<file path="config.mk">
export PLATFORM = sky130hd
export DESIGN_NAME = factorial_top
export DESIGN_NICKNAME = d
export VERILOG_FILES = /design/src/rtl/factorial_top.sv
export SDC_FILE = /design/constraint.sdc
export NUM_CORES = 2
export LEC_CHECK = 0
export ABC_AREA = 1
export CAP_MARGIN = 10
export CORE_MARGIN = 2
export CORE_UTILIZATION = 40
export DETAILED_ROUTE_END_ITERATION = 10
export PLACE_DENSITY = 0.59
export SETUP_SLACK_MARGIN = 0.02
export SYNTH_ARGS = -nofsm -noshare
export SYNTH_HDL_FRONTEND = slang
export SYNTH_SLANG_ARGS = --single-unit
</file>
<file path="constraint.sdc">
create_clock -name clk -period 9.3 [get_ports clk]
set_input_delay 1.86 -clock clk [delete_from_list [all_inputs] [get_ports clk]]
set_output_delay 1.86 -clock clk [all_outputs]
set_load 0.02 [all_outputs]
</file>
<file path="src/rtl/factorial_top.sv">
// factorial_top: single-master bus with a 32x32 RAM and a sequential 64-bit factorial core.
// Define BUS_ERROR_IRQ_EN to enable the sticky decode-error interrupt on m_interrupt.
module factorial_top (
  input  logic        clk,
  input  logic        reset_n,
  input  logic        M_req,
  input  logic        M_wr,
  input  logic [7:0]  M_address,
  input  logic [31:0] M_dout,
  output logic        M_grant,
  output logic [31:0] M_din,
  output logic        f_interrupt,
  output logic        m_interrupt
);
  localparam int unsigned DW        = 32;
  localparam int unsigned RW        = 64;
  localparam int unsigned RAM_DEPTH = 32;
  localparam int unsigned RAM_AW    = 5;

  localparam logic [7:0] A_OPSTART  = 8'h20;
  localparam logic [7:0] A_OPCLEAR  = 8'h21;
  localparam logic [7:0] A_INTREN   = 8'h22;
  localparam logic [7:0] A_OPERAND  = 8'h23;
  localparam logic [7:0] A_RESULT_L = 8'h24;
  localparam logic [7:0] A_RESULT_H = 8'h25;
  localparam logic [7:0] A_STATE    = 8'h26;
  localparam logic [7:0] A_ERRCLR   = 8'h27;

  localparam logic [1:0] ST_IDLE = 2'd0;
  localparam logic [1:0] ST_BUSY = 2'd1;
  localparam logic [1:0] ST_DONE = 2'd2;

  logic [1:0]    state, state_n;
  logic [RW-1:0] result, result_n;
  logic [DW-1:0] count, count_n;
  logic [DW-1:0] operand;
  logic          intr_en;
  logic [DW-1:0] ram [RAM_DEPTH];

  logic wr_en, rd_en, ram_sel, start, clear, busy, done;

  // Single master, bus parked on it; no grant while in reset.
  assign M_grant = M_req & reset_n;
  assign wr_en   = M_grant & M_wr;
  assign rd_en   = M_grant & ~M_wr;
  assign ram_sel = (M_address[7:5] == 3'b000);
  assign start   = wr_en & (M_address == A_OPSTART) & M_dout[0];
  assign clear   = wr_en & (M_address == A_OPCLEAR) & M_dout[0];
  assign busy    = (state == ST_BUSY);
  assign done    = (state == ST_DONE);

  // RAM is intentionally not reset.
  always_ff @(posedge clk) begin
    if (wr_en && ram_sel) ram[M_address[RAM_AW-1:0]] <= M_dout;
  end

  // Configuration registers; soft clear wins over a same-cycle write.
  always_ff @(posedge clk or negedge reset_n) begin
    if (!reset_n) begin
      operand <= '0;
      intr_en <= 1'b0;
    end else if (clear) begin
      operand <= '0;
      intr_en <= 1'b0;
    end else if (wr_en) begin
      if (M_address == A_OPERAND) operand <= M_dout;
      if (M_address == A_INTREN)  intr_en <= M_dout[0];
    end
  end

  always_ff @(posedge clk or negedge reset_n) begin
    if (!reset_n) begin
      state  <= ST_IDLE;
      result <= '0;
      count  <= '0;
    end else begin
      state  <= state_n;
      result <= result_n;
      count  <= count_n;
    end
  end

  // Core next-state: operand is latched into count at start, so later writes don't disturb it.
  always_comb begin
    state_n  = state;
    result_n = result;
    count_n  = count;
    case (state)
      ST_IDLE, ST_DONE: begin
        if (start) begin
          state_n  = ST_BUSY;
          result_n = RW'(1);
          count_n  = operand;
        end
      end
      ST_BUSY: begin
        if (count <= DW'(1)) begin
          state_n = ST_DONE;
        end else begin
          result_n = result * RW'(count);
          count_n  = count - DW'(1);
        end
      end
      default: state_n = ST_IDLE;
    endcase
    if (clear) begin
      state_n  = ST_IDLE;
      result_n = '0;
      count_n  = '0;
    end
  end

  // Combinational read mux; write-only and unmapped locations read as zero.
  always_comb begin
    M_din = '0;
    if (rd_en) begin
      if (ram_sel) begin
        M_din = ram[M_address[RAM_AW-1:0]];
      end else begin
        case (M_address)
          A_INTREN:   M_din = DW'(intr_en);
          A_OPERAND:  M_din = operand;
          A_RESULT_L: M_din = result[DW-1:0];
          A_RESULT_H: M_din = result[RW-1:DW];
          A_STATE:    M_din = {30'b0, busy, done};
          default:    M_din = '0;
        endcase
      end
    end
  end

  assign f_interrupt = done & intr_en;

`ifdef BUS_ERROR_IRQ_EN
  logic unmapped, err;
  assign unmapped = (M_address > A_ERRCLR);

  // Sticky decode error; a new error beats a same-cycle clear.
  always_ff @(posedge clk or negedge reset_n) begin
    if (!reset_n)                                err <= 1'b0;
    else if (M_grant && unmapped)                err <= 1'b1;
    else if (wr_en && (M_address == A_ERRCLR))   err <= 1'b0;
  end
  assign m_interrupt = err;
`else
  assign m_interrupt = 1'b0;
`endif

endmodule

</file>
==> results.json <==
{
  "antenna_found_initial": 20,
  "first_global_vias": 70198,
  "crit_buf_inv": 7,
  "taps": 3026,
  "status": "complete, no violations",
  "m1WireLength_um": 128000,
  "clockRootBuffer": "clkbuf_16",
  "wl_met3_um": 30300,
  "cts_hold_buf": 0,
  "rr_endpoint": "result[59]",
  "final_cell_mix": "nand2_1 (2215), inv_1 (2108), fa_1 (1368), edfxtp_1 (1024), o22ai_1 (492)",
  "drt_iter0_drc": 7811,
  "topCellsByArea": "edfxtp_1 (33%), fa_1 (30%), nand2_1 (9.0%), inv_1 (8.6%), dfrtp_1 (3.6%)",
  "crit_end": "result[59]",
  "ctsLongestPathBuffers": 3,
  "clk_latency_ns": 0.73,
  "cap_violations": 0,
  "tightest_slew_ns": 1.38,
  "area_growth_syn_to_layout_pct": 9.35,
  "crit_slowest_cell": "dfrtp_1",
  "place_ws_ns": 1.03,
  "power_leader": "combinational logic",
  "comb_area_um2": 48100,
  "dpl-instance-area_um2": 96900,
  "port_buffers": 77,
  "pwr-share-clk": 0.224,
  "via_per_inst": 5.47,
  "cts_tree": "built",
  "period_minus_slack_ns": 8.52,
  "rsz0062_at_grt": "false",
  "synth-seq-area-share": 0.369,
  "pg_seq_w": 0.00701,
  "nMultiInputCombCells": 5542,
  "endpoint_kind": "flip-flop",
  "synth.distinct_cells": 61,
  "crit_cells": 27,
  "yosys_cells": 9393,
  "wl_met2_um": 141000,
  "grt_pass1_wl_um": 467000,
  "largest_register_ffs": 1024,
  "grt_busiest_layer": "met2"
}
**Routing congestion**

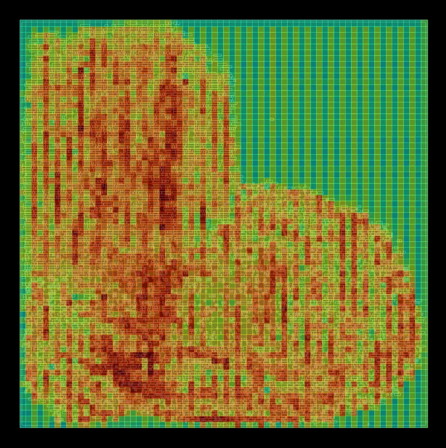
post-DR wirelength/cell: 25.2 µm
final core utilization: 0.439
met1 Use GR: 0.373
gr usage total: 0.268

**Sequential cells colored by netlist name**

The bar under the picture is 100 µm long.
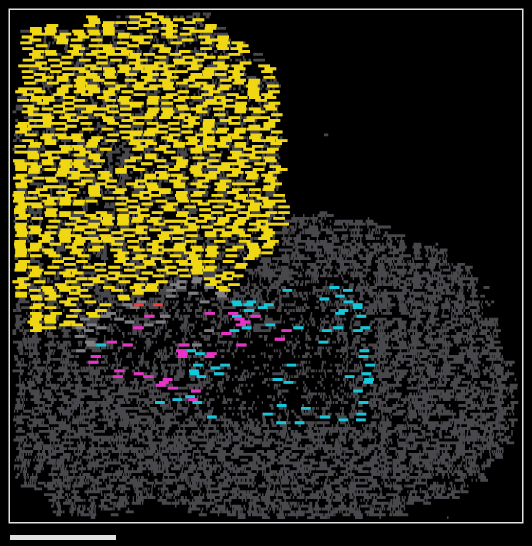
legend:
  result:
    color: cyan
    sequential_cells: 64
  ram:
    color: yellow
    sequential_cells: 1024
  count:
    color: magenta
    sequential_cells: 32
  state:
    color: red
    sequential_cells: 2

**Routed clock nets over the placement**

The bar under the picture is 100 µm long.
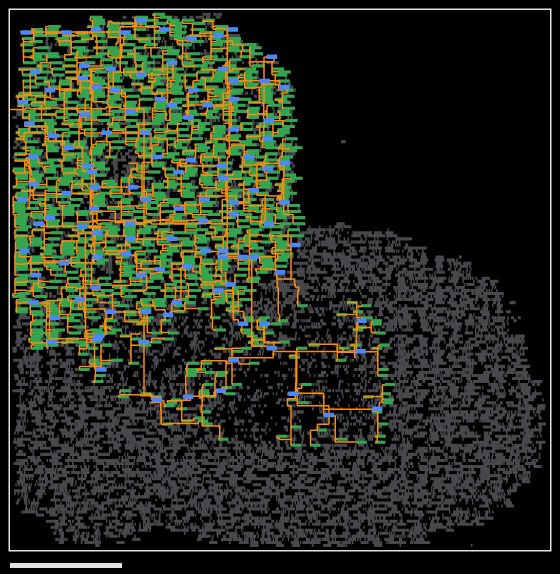
legend:
  flip-flops:
    color: green
    count: 1155
  clock wires:
    color: orange
    length: 13600 µm
  clock-net drivers:
    color: blue
    count: 115
routed clock nets: 116

**Selected gate families**

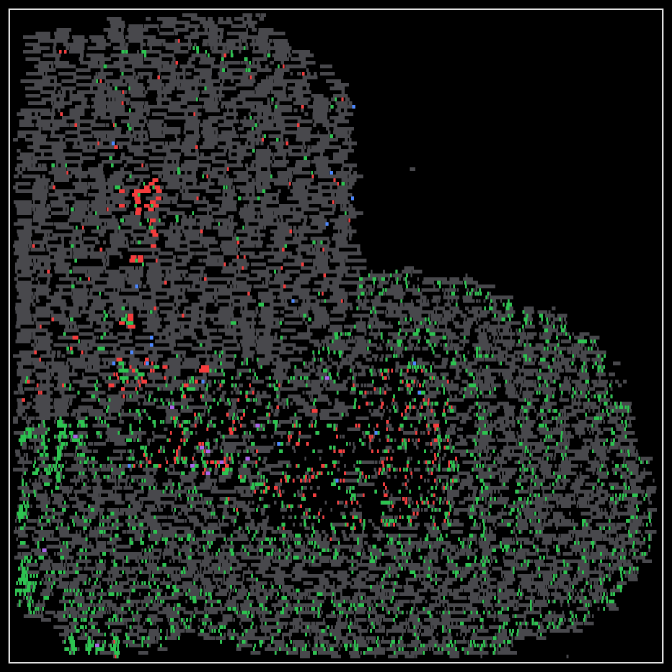
legend:
  nand cells:
    color: green
    cells: 2433
  and/or cells:
    color: blue
    cells: 19
  xor and xnor cells:
    color: purple
    cells: 12
  nor cells:
    color: red
    cells: 380
Layout Cells excl Fill: 12.4k
most frequent logic cell in the layout: nand2_1

No activity file was given, so power comes from the tool's default toggle rates.
